$ cat src/rtl/mips_pkg.sv
// Shared constants and enumerations for the multi-cycle MIPS control path.
package mips_pkg;

    // Primary opcodes (IR[31:26])
    localparam logic [5:0] OP_RTYPE = 6'h00;
    localparam logic [5:0] OP_J     = 6'h02;
    localparam logic [5:0] OP_JAL   = 6'h03;
    localparam logic [5:0] OP_BGTZ  = 6'h07;
    localparam logic [5:0] OP_ADDI  = 6'h08;
    localparam logic [5:0] OP_ADDIU = 6'h09;
    localparam logic [5:0] OP_ORI   = 6'h0d;
    localparam logic [5:0] OP_LUI   = 6'h0f;
    localparam logic [5:0] OP_LW    = 6'h23;
    localparam logic [5:0] OP_SW    = 6'h2b;

    // R-type function codes (IR[5:0])
    localparam logic [5:0] FN_JR      = 6'h08;
    localparam logic [5:0] FN_SYSCALL = 6'h0c;
    localparam logic [5:0] FN_BREAK   = 6'h0d;
    localparam logic [5:0] FN_ADD     = 6'h20;
    localparam logic [5:0] FN_ADDU    = 6'h21;
    localparam logic [5:0] FN_AND     = 6'h24;

    // Register file destination select
    localparam logic [1:0] REG_DST_RT = 2'd0;
    localparam logic [1:0] REG_DST_RD = 2'd1;
    localparam logic [1:0] REG_DST_RA = 2'd2;

    typedef enum logic [2:0] {
        ST_IDLE,
        ST_FETCH,
        ST_DECODE,
        ST_EXEC,
        ST_MEM,
        ST_WB,
        ST_TRAP
    } state_t;

    typedef enum logic [1:0] {
        PC_PLUS4  = 2'd0,
        PC_BRANCH = 2'd1,
        PC_JUMP   = 2'd2,
        PC_REG    = 2'd3
    } pc_src_t;

    typedef enum logic [1:0] {
        SRCB_RT   = 2'd0,
        SRCB_SIMM = 2'd1,
        SRCB_ZIMM = 2'd2,
        SRCB_LUI  = 2'd3
    } alu_src_b_t;

    typedef enum logic [2:0] {
        ALU_ADD   = 3'd0,
        ALU_AND   = 3'd1,
        ALU_OR    = 3'd2,
        ALU_PASSB = 3'd3,
        ALU_SUB   = 3'd4
    } alu_op_t;

    typedef enum logic [1:0] {
        CAUSE_NONE    = 2'd0,
        CAUSE_ILLEGAL = 2'd1,
        CAUSE_BREAK   = 2'd2,
        CAUSE_TIMEOUT = 2'd3
    } trap_cause_t;

    // Instruction classes: each class has one fixed path through the FSM
    typedef enum logic [3:0] {
        CL_ILLEGAL,
        CL_R_ADD,
        CL_R_AND,
        CL_JR,
        CL_SYSCALL,
        CL_BREAK,
        CL_ADDI,
        CL_ORI,
        CL_LUI,
        CL_LW,
        CL_SW,
        CL_BGTZ,
        CL_J,
        CL_JAL
    } instr_class_t;

endpackage

$ cat src/rtl/mips_instr_class.sv
// Combinational classifier: maps op/funct to an instruction class and legality.
module mips_instr_class
    import mips_pkg::*;
(
    input  logic [5:0]   op,
    input  logic [5:0]   funct,
    output instr_class_t iclass,
    output logic         legal
);

    // Anything not explicitly recognised (including COP1) falls to CL_ILLEGAL
    always_comb begin
        iclass = CL_ILLEGAL;
        case (op)
            OP_RTYPE: begin
                case (funct)
                    FN_ADD, FN_ADDU: iclass = CL_R_ADD;
                    FN_AND:          iclass = CL_R_AND;
                    FN_JR:           iclass = CL_JR;
                    FN_SYSCALL:      iclass = CL_SYSCALL;
                    FN_BREAK:        iclass = CL_BREAK;
                    default:         iclass = CL_ILLEGAL;
                endcase
            end
            OP_J:              iclass = CL_J;
            OP_JAL:            iclass = CL_JAL;
            OP_BGTZ:           iclass = CL_BGTZ;
            OP_ADDI, OP_ADDIU: iclass = CL_ADDI;
            OP_ORI:            iclass = CL_ORI;
            OP_LUI:            iclass = CL_LUI;
            OP_LW:             iclass = CL_LW;
            OP_SW:             iclass = CL_SW;
            default:           iclass = CL_ILLEGAL;
        endcase
        legal = (iclass != CL_ILLEGAL);
    end

endmodule

$ cat src/rtl/mips_multicycle_ctrl.sv
// Multi-cycle control sequencer: FETCH/DECODE/EXEC/MEM/WB with memory
// handshakes, a shared wait counter for bus timeouts, and a sticky trap state.
module mips_multicycle_ctrl
    import mips_pkg::*;
#(
    parameter int MEM_TIMEOUT = 255,
    parameter int CNT_W       = 8
) (
    input  logic       clk,
    input  logic       reset,
    input  logic [5:0] op,
    input  logic [5:0] funct,
    input  logic       br_taken,
    input  logic       imem_ack,
    input  logic       dmem_ack,
    output logic       imem_req,
    output logic       dmem_req,
    output logic       dmem_we,
    output logic       ir_we,
    output logic       pc_we,
    output logic [1:0] pc_src,
    output logic [1:0] alu_src_b,
    output logic [2:0] alu_op,
    output logic       reg_write,
    output logic [1:0] reg_dst,
    output logic       mem_to_reg,
    output logic       syscall,
    output logic       retire,
    output logic       trap,
    output logic [1:0] trap_cause
);

    state_t           state_q, state_d;
    logic [CNT_W-1:0] wait_q, wait_d;
    trap_cause_t      cause_q, cause_d;
    instr_class_t     iclass;
    logic             legal;
    logic             timeout_hit;

    mips_instr_class u_instr_class (
        .op     (op),
        .funct  (funct),
        .iclass (iclass),
        .legal  (legal)
    );

    // The current cycle is the last allowed wait cycle for a pending request
    assign timeout_hit = (wait_q == CNT_W'(MEM_TIMEOUT - 1));

    // Next state, wait counter and trap cause; an ack always beats a timeout
    always_comb begin
        state_d = state_q;
        wait_d  = '0;
        cause_d = cause_q;
        case (state_q)
            ST_IDLE: state_d = ST_FETCH;
            ST_FETCH: begin
                if (imem_ack) begin
                    state_d = ST_DECODE;
                end else if (timeout_hit) begin
                    state_d = ST_TRAP;
                    cause_d = CAUSE_TIMEOUT;
                end else begin
                    wait_d = wait_q + 1'b1;
                end
            end
            ST_DECODE: begin
                if (!legal) begin
                    state_d = ST_TRAP;
                    cause_d = CAUSE_ILLEGAL;
                end else if (iclass == CL_J || iclass == CL_JAL) begin
                    state_d = ST_FETCH;
                end else begin
                    state_d = ST_EXEC;
                end
            end
            ST_EXEC: begin
                case (iclass)
                    CL_LW, CL_SW:                state_d = ST_MEM;
                    CL_BGTZ, CL_JR, CL_SYSCALL:  state_d = ST_FETCH;
                    CL_BREAK: begin
                        state_d = ST_TRAP;
                        cause_d = CAUSE_BREAK;
                    end
                    default:                     state_d = ST_WB;
                endcase
            end
            ST_MEM: begin
                if (dmem_ack) begin
                    state_d = (iclass == CL_SW) ? ST_FETCH : ST_WB;
                end else if (timeout_hit) begin
                    state_d = ST_TRAP;
                    cause_d = CAUSE_TIMEOUT;
                end else begin
                    wait_d = wait_q + 1'b1;
                end
            end
            ST_WB:   state_d = ST_FETCH;
            ST_TRAP: state_d = ST_TRAP;
            default: state_d = ST_IDLE;
        endcase
    end

    // State, wait counter and trap cause registers; reset returns to IDLE
    always_ff @(posedge clk or negedge reset) begin
        if (!reset) begin
            state_q <= ST_IDLE;
            wait_q  <= '0;
            cause_q <= CAUSE_NONE;
        end else begin
            state_q <= state_d;
            wait_q  <= wait_d;
            cause_q <= cause_d;
        end
    end

    // Datapath controls decoded from state and class; fetch/mem acks act Mealy-style
    always_comb begin
        imem_req   = 1'b0;
        dmem_req   = 1'b0;
        dmem_we    = 1'b0;
        ir_we      = 1'b0;
        pc_we      = 1'b0;
        pc_src     = PC_PLUS4;
        alu_src_b  = SRCB_RT;
        alu_op     = ALU_ADD;
        reg_write  = 1'b0;
        reg_dst    = REG_DST_RT;
        mem_to_reg = 1'b0;
        syscall    = 1'b0;
        retire     = 1'b0;
        trap       = 1'b0;
        case (state_q)
            ST_FETCH: begin
                imem_req = 1'b1;
                if (imem_ack) begin
                    ir_we  = 1'b1;
                    pc_we  = 1'b1;
                    pc_src = PC_PLUS4;
                end
            end
            ST_DECODE: begin
                if (iclass == CL_J || iclass == CL_JAL) begin
                    pc_we  = 1'b1;
                    pc_src = PC_JUMP;
                    retire = 1'b1;
                    if (iclass == CL_JAL) begin
                        reg_write = 1'b1;
                        reg_dst   = REG_DST_RA;
                    end
                end
            end
            ST_EXEC: begin
                case (iclass)
                    CL_R_ADD: begin
                        alu_src_b = SRCB_RT;
                        alu_op    = ALU_ADD;
                    end
                    CL_R_AND: begin
                        alu_src_b = SRCB_RT;
                        alu_op    = ALU_AND;
                    end
                    CL_ADDI, CL_LW, CL_SW: begin
                        alu_src_b = SRCB_SIMM;
                        alu_op    = ALU_ADD;
                    end
                    CL_ORI: begin
                        alu_src_b = SRCB_ZIMM;
                        alu_op    = ALU_OR;
                    end
                    CL_LUI: begin
                        alu_src_b = SRCB_LUI;
                        alu_op    = ALU_PASSB;
                    end
                    CL_BGTZ: begin
                        pc_src = PC_BRANCH;
                        pc_we  = br_taken;
                        retire = 1'b1;
                    end
                    CL_JR: begin
                        pc_src = PC_REG;
                        pc_we  = 1'b1;
                        retire = 1'b1;
                    end
                    CL_SYSCALL: begin
                        syscall = 1'b1;
                        retire  = 1'b1;
                    end
                    default: ;
                endcase
            end
            ST_MEM: begin
                dmem_req = 1'b1;
                dmem_we  = (iclass == CL_SW);
                retire   = dmem_ack && (iclass == CL_SW);
            end
            ST_WB: begin
                reg_write  = 1'b1;
                reg_dst    = (iclass == CL_R_ADD || iclass == CL_R_AND) ? REG_DST_RD : REG_DST_RT;
                mem_to_reg = (iclass == CL_LW);
                retire     = 1'b1;
            end
            ST_TRAP: trap = 1'b1;
            default: ;
        endcase
        trap_cause = cause_q;
    end

endmodule

$ cat config.mk
export PLATFORM = sky130hd
export DESIGN_NAME = mips_multicycle_ctrl
export DESIGN_NICKNAME = d
export VERILOG_FILES = /design/src/rtl/mips_pkg.sv /design/src/rtl/mips_instr_class.sv /design/src/rtl/mips_multicycle_ctrl.sv
export SDC_FILE = /design/constraint.sdc
export NUM_CORES = 1
export LEC_CHECK = 0
export ABC_CLOCK_PERIOD_IN_PS = 3530
export CELL_PAD_IN_SITES_DETAIL_PLACEMENT = 2
export CELL_PAD_IN_SITES_GLOBAL_PLACEMENT = 2
export CORE_ASPECT_RATIO = 1.4
export CORE_MARGIN = 2
export CORE_UTILIZATION = 26
export CTS_CLUSTER_SIZE = 30
export DETAILED_ROUTE_END_ITERATION = 10
export PLACE_DENSITY_LB_ADDON = 0.1
export SLEW_MARGIN = 20
export SYNTH_ARGS = -nofsm -noshare
export SYNTH_HDL_FRONTEND = slang
export SYNTH_SLANG_ARGS = --single-unit
$ cat constraint.sdc
create_clock -name clk -period 3.53 [get_ports clk]
set_input_delay 0.706 -clock clk [delete_from_list [all_inputs] [get_ports clk]]
set_output_delay 0.706 -clock clk [all_outputs]
set_load 0.05 [all_outputs]
==> run_1/final_congestion.png <==
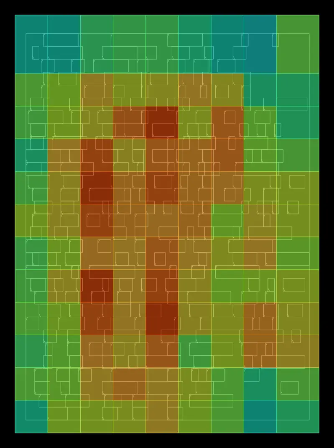
busiest layer in global routing: met2
GR Util All Layers: 0.2186
DR WL/cell: 21.62 um

==> run_1/zoom.png <==
Region (12, 42) to (52, 82) um. Cells in grey, sequential cells in the stronger grey; small squares are vias.
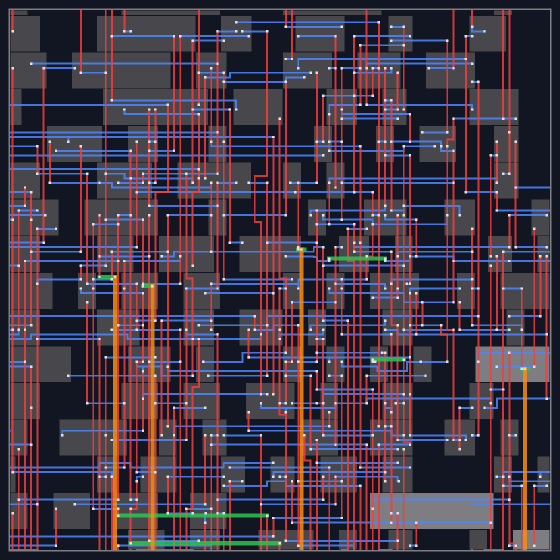
- green: met3
- blue: met1
- orange: met4
- red: met2
- netlist names of flops here include: state_q (2)
- most frequent: nor2_1 (13), buf_4 (13), nand2_1 (9)
- sequential cells in the window: 2
- cells with their middle in the window: 97

==> metrics.cfg, run 1 <==
[status]
status=finished with violations
violations=setup timing

[setup_path]
path_depth=10
max_stage_delay_ps=400
ff2ff_setup_slack_ps=910
arrival_ps=2850
cp-startpoint=funct[2]
timing.rr.end=trap_cause[1]$_DFFE_PN0P_

[clock_tree]
cts_buffers=3
clk_pin_slew_ps=50
clock_path_buffers=2

[synth]
synth_warnings=0
synthTopLogicFamily=simple AND/OR/NAND/NOR gates
synth-compound-area-share=0.1975

[floorplan]
core_util_floorplan=0.2700

[pwr]
clockPowerShare=0.122

[detailed_routing]
routed_wirelength_um=6573
top_layer=met4
via_count=1676

[final_timing]
finalWorstSetupSlack_ps=-22.51
rsz0062_at_grt=true
slew_headroom=0.5978
setup-tns-final_ps=-22.51
setup_viol=1
drv_slew=0
period_needed_ps=3553

[layout]
syn2layout_area_growth_pct=76.64
drive_gt1_frac=0.3625
diodes=0
fin_util=0.4769

[job]
cap_violations=0
warning_count=28

[global_route]
grt_util_met1=0.2422

[hold_path]
hold_class=flip-flop to flip-flop

==> run_1/met2.png <==
Drawn at 3 px/um.
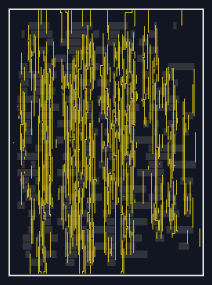
- longest straight run: 42.2 um
- share of all routed wire: 57%
- main direction: vertical
- nets with wire on the layer: 251

run 1: worst reg2reg max path, stage by stage, from the launching register on:
cell and delay (ps):
dfrtp_1 490, inv_1 250, ha_1 310, inv_1 190
a221oi_1 320, a21oi_1 70, a211o_1 290, a21oi_1 220
mux2_2 360
run 1: state kept, by name, summed over array words and instances, names as in the netlist:
register    flops
trap_cause      2
wait_q          8
state_q         3
run 1: cell type report:
cell class,count,area (sq um),area share
inverter,9,33.78,0.01452
multi-input combinational,141,1064,0.4570
clock buffer,4,45.04,0.01935
sequential,13,325.3,0.1398
tap,64,80.08,0.03441
timing repair buffer,73,779.5,0.3349
run 1: cell usage in the layout, fill, tap and decap left out, drive strengths merged, types with 6 or more instances in the layout:
cell,netlist,layout
nand2,15,15
nor2,22,22
nor3,9,9
clkdlybuf4s50,0,9
dlygate4sd2,0,6
inv,9,9
nand3,6,6
a21oi,6,6
nor3b,6,6
buf,4,56
dfrtp,13,13
run 1: through the flow:
step	total power, mW	instance area [sq um]	setup slack, ps	hold slack, ps	instances
final	1.114	2327	-22.51	494.6	304
after global routing	1.176	2327	-92.02	512.6	304
after CTS	1.101	2253	5.238	497.2	301
after detailed placement	0.9434	2103	-342.0	485.1	293
after global placement	0.9163	2103	-222.5	475.9	293
after floorplan	0.6616	1335	12.47	410.4	172
run 1: timing repair:
| item | CTS | global route |
|---|---|---|
| pin swaps | 15 | 9 |
| setup endpoints to repair | 5 | 5 |
| setup buffers | 4 | 3 |
| resized | 43 | 9 |
run 1: power groups by stage:
stage / sequential, mW / clock, mW / combinational (mW)
finish: 0.262 / 0.136 / 0.716
global route: 0.269 / 0.146 / 0.761
CTS: 0.259 / 0.139 / 0.703
detailed placement: 0.261 / 0 / 0.683
global placement: 0.257 / 0 / 0.659
floorplan: 0.251 / 0 / 0.411
==> run 2, diff against run 1 <==
GPL_ROUTABILITY_DRIVEN = 0   (was unset)
==> run_2/zoom.png <==
Region (12, 42) to (52, 82) um. Cells in grey, sequential cells in the stronger grey; small squares are vias.
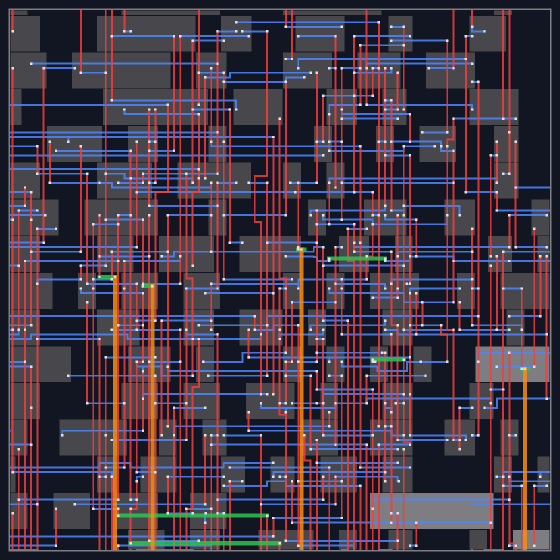
- red: met2
- orange: met4
- green: met3
- blue: met1
- most frequent: nor2_1 (13), buf_4 (13), nand2_1 (9)
- netlist names of flops here include: state_q (2)
- sequential cells in the window: 2
- cells with their middle in the window: 97

==> run_2/gate_families.png <==
Drawn at 6 px/um.
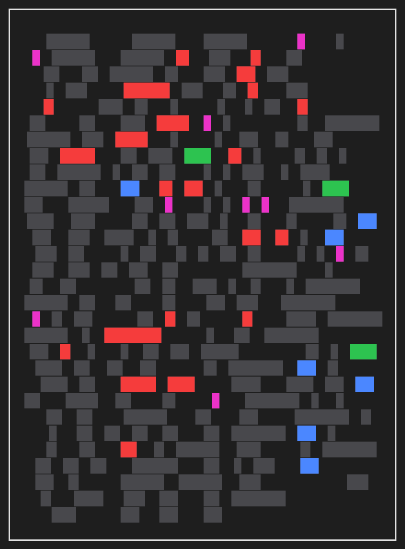
- blue: XOR/XNOR gates (cells 7)
- red: inverting AOI/OAI gates (cells 22)
- magenta: inverters (cells 9)
- green: adder and majority cells (cells 3)

==> run_2/registers.png <==
Drawn at 6 px/um. Other cells in grey.
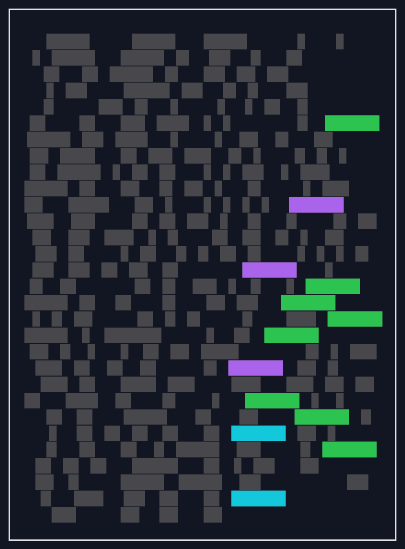
- purple: state_q (flops 3)
- green: wait_q (flops 8)
- cyan: trap_cause (flops 2)

==> run 2 against run 1 <==
Against the previous run:
- the flow still finishes with violations (setup timing)
- sequential power is essentially flat
- global-route usage stayed put
- clock skew stayed put
- fmax unchanged
- hold slack unchanged
- critical endpoint unchanged
==> metrics.cfg, run 2 <==
[status]
status=finished with violations
violations=setup timing

[layout]
clkbuf_count=4
inverters_excl_clock=9
drive_gt1_frac=0.3625
comb_share=0.4570
layout_top_cells=buf_4 (35), nor2_1 (21), buf_12 (15)
fin_util=0.4769
buffers=73
sh_seq_area=0.1398
syn2layout_area_growth_pct=76.64
buf_share=0.3349
flops=13

[placed_design]
dpl_worst_slack_ps=-342.0
placed_area_sq_um=2103
place_inst=293

[hold_path]
hold_class=flip-flop to flip-flop

[job]
warning_count=28
cap_violations=0

[detailed_routing]
via_count=1676
routed_wirelength_um=6573

[pwr]
power_mw=1.114

[final_timing]
setup_viol=1
period_needed_ps=3553
slew_headroom=0.5978
drv_slew=0
finalWorstSetupSlack_ps=-22.51

[clock_tree]
clock_path_buffers=2

[floorplan]
num_tap_cells=64

## run 2: layer usage
layer | up-vias | global-route usage | wire length, um
met2 | 32 | 0.4261 | 3750
met5 | - | 0 | 0
met3 | 11 | 0.02036 | 107
met1 | 867 | 0.2422 | 2538
met4 | 0 | 0.08511 | 176
li1 | 766 | - | -
## run 2: critical path: stages
cell and delay [ps]:
dlygate4sd2_1 330, and4b_1 270, nor3_2 250, a2bb2oi_2 240, buf_6 160, nand2_1 80, or3_4 400, buf_4 150
inv_1 100, buf_12 150
## run 2: power by group through the flow
stage | Clock (mW) | Sequential (mW) | Combinational, mW
6_report | 0.136 | 0.262 | 0.716
5_1_grt | 0.146 | 0.269 | 0.761
4_1_cts | 0.139 | 0.259 | 0.703
3_5_place_dp | 0 | 0.261 | 0.683
3_3_place_gp | 0 | 0.257 | 0.659
2_1_floorplan | 0 | 0.251 | 0.411
## run 2: cells by family after synthesis
logic type / count (synthesis)
other: 1
buffers and inverters: 18
multiplexers: 2
flip-flops: 13
XOR/XNOR: 7
adder cells (fa/ha/maj): 3
AND-OR/OR-AND: 34
AND/OR/NAND/NOR: 94
## run 2: final timing paths
kind                                                   to  slack [ps]  depth (start not counted)
max in group asynchronous             wait_q[3]$_DFF_PN0_        2310                          1
min in group asynchronous             wait_q[6]$_DFF_PN0_         830                          1
worst max register to register  trap_cause[1]$_DFFE_PN0P_         910                          8
worst max-delay path                              syscall         -20                         10
worst min register to register  trap_cause[0]$_DFFE_PN0P_         490                          1
worst min-delay path            trap_cause[0]$_DFFE_PN0P_         490                          1
## run 2: timing repair
item	4_1_cts	5_1_grt
setup endpoints to repair	5	5
pin swaps	15	9
hold endpoints to repair	0	0
buffers inserted	4	3
resized	43	9
cloned	0	0
==> run 3, diff against run 2 <==
CORE_UTILIZATION = 35   (was 26)
DONT_BUFFER_PORTS = 1   (was unset)
==> run_3/gate_families.png <==
Drawn at 6 px/um.
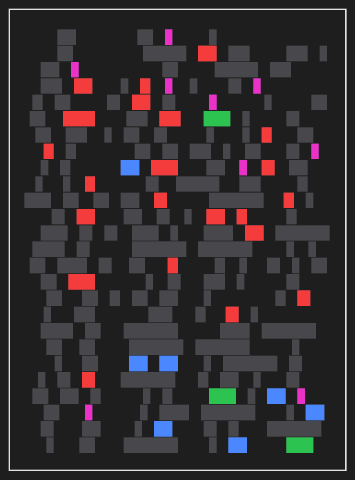
- green: adder and majority cells (cells 3)
- blue: XOR/XNOR gates (cells 7)
- magenta: inverters (cells 9; where spread over the die)
- red: inverting AOI/OAI gates (cells 22)

==> run_3/registers.png <==
Drawn at 6 px/um. Other cells in grey.
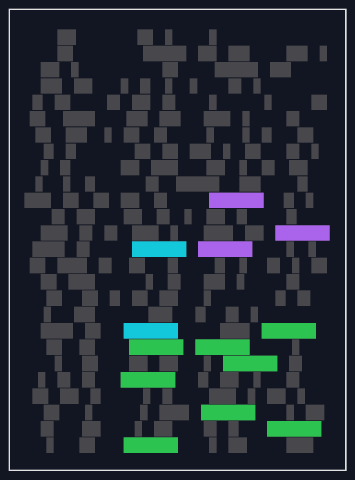
- green: wait_q (flops 8)
- cyan: trap_cause (flops 2)
- purple: state_q (flops 3)

==> run_3/met2.png <==
Drawn at 4 px/um.
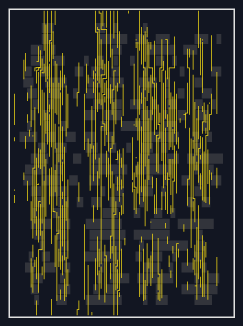
- share of all routed wire: 57%
- nets with wire on the layer: 192
- longest straight run: 44.2 um

==> run 3 against run 2 <==
Against the previous run:
- the run now ends clean
- flip-flop count is the same
- wire length fell by 29%
- first-iteration DRC count decreased by 48%
- hold slack got worse by 350 ps
- critical endpoint is now retire
- area after synthesis stayed put
==> metrics.cfg, run 3 <==
[status]
status=completed

[placed_design]
dpl_worst_slack_ps=55.48
place_inst=224
placed_area_sq_um=1553

[layout]
largest_register_ff_count=8
area_dominant_class=combinational gates
comb_share=0.6028
area.sequential_sq_um=325.3
buffers=19
drive_gt1_frac=0.2204
final_cell_area_sq_um=1607
final_common_cell=nor2_1
regMostFlops=wait_q
flops=13
final_cells=228
fin_util=0.4409
clkbuf_count=3

[setup_path]
max_stage_delay_ps=520
arrival_ps=2650
cpMaxStageDelayCell=or4b_4
critPathBufInv=1

[final_timing]
drv_slew=0
period_needed_ps=3354
setup-tns-final_ps=0
setup_viol=0
slew_headroom=0.4412
rsz0062_at_grt=false

[pwr]
clockPowerShare=0.138
power_mw=0.9932

[synth]
synth_warnings=0

[global_route]
grt_use_total=0.2377

[job]
cap_violations=0

[hold_path]
hold_class=input port to asynchronous set/reset pin

[clock_tree]
clk_pin_slew_ps=60
cts_buffers=3

==> run 3: path summary, 6_finish.rpt <==
path,start,to,slack [ps],cells past startpoint
max,op[1],retire,180,7
min,reset,trap_cause[1]$_DFFE_PN0P_,150,0
max reg2reg,state_q[1]$_DFF_PN0_,trap_cause[1]$_DFFE_PN0P_,950,7
min reg2reg,wait_q[7]$_DFF_PN0_,wait_q[7]$_DFF_PN0_,550,2
max in group asynchronous,reset,trap_cause[0]$_DFFE_PN0P_,3310,0
min in group clk,wait_q[7]$_DFF_PN0_,wait_q[7]$_DFF_PN0_,550,2
==> run 3: power by group through the flow <==
stage	clock, mW	sequential [mW]	combinational [mW]
after floorplan	0	0.251	0.411
after CTS	0.140	0.297	0.558
after global placement	0	0.294	0.522
final	0.137	0.301	0.556
after detailed placement	0	0.299	0.551
after global routing	0.149	0.310	0.598
==> run 3: repair_timing <==
item | 4_1_cts | 5_1_grt
setup endpoints to repair | 0 | 1
buffers inserted | 0 | 0
resized | 0 | 2
==> run 3: metal layers <==
| metal | wire length, um | global-route usage | vias up | part of all wire |
|---|---|---|---|---|
| met1 | 1779 | 0.2469 | 699 | 0.38 |
| met3 | 115 | 0.03905 | 11 | 0.024 |
| met5 | 0 | 0 | - | 0 |
| li1 | - | - | 659 | - |
| met4 | 106 | 0.08571 | 0 | 0.023 |
| met2 | 2697 | 0.4643 | 29 | 0.57 |
==> run 3: logic make-up after synthesis <==
logic type | synth area share
AND-OR/OR-AND | 0.1975
XOR/XNOR | 0.04653
adder cells (fa/ha/maj) | 0.02849
buffers and inverters | 0.06173
flip-flops | 0.2469
multiplexers | 0.01614
other | 0.002846
AND/OR/NAND/NOR | 0.3998
Power figures rest on the tool's default switching activity, not on a simulated workload.
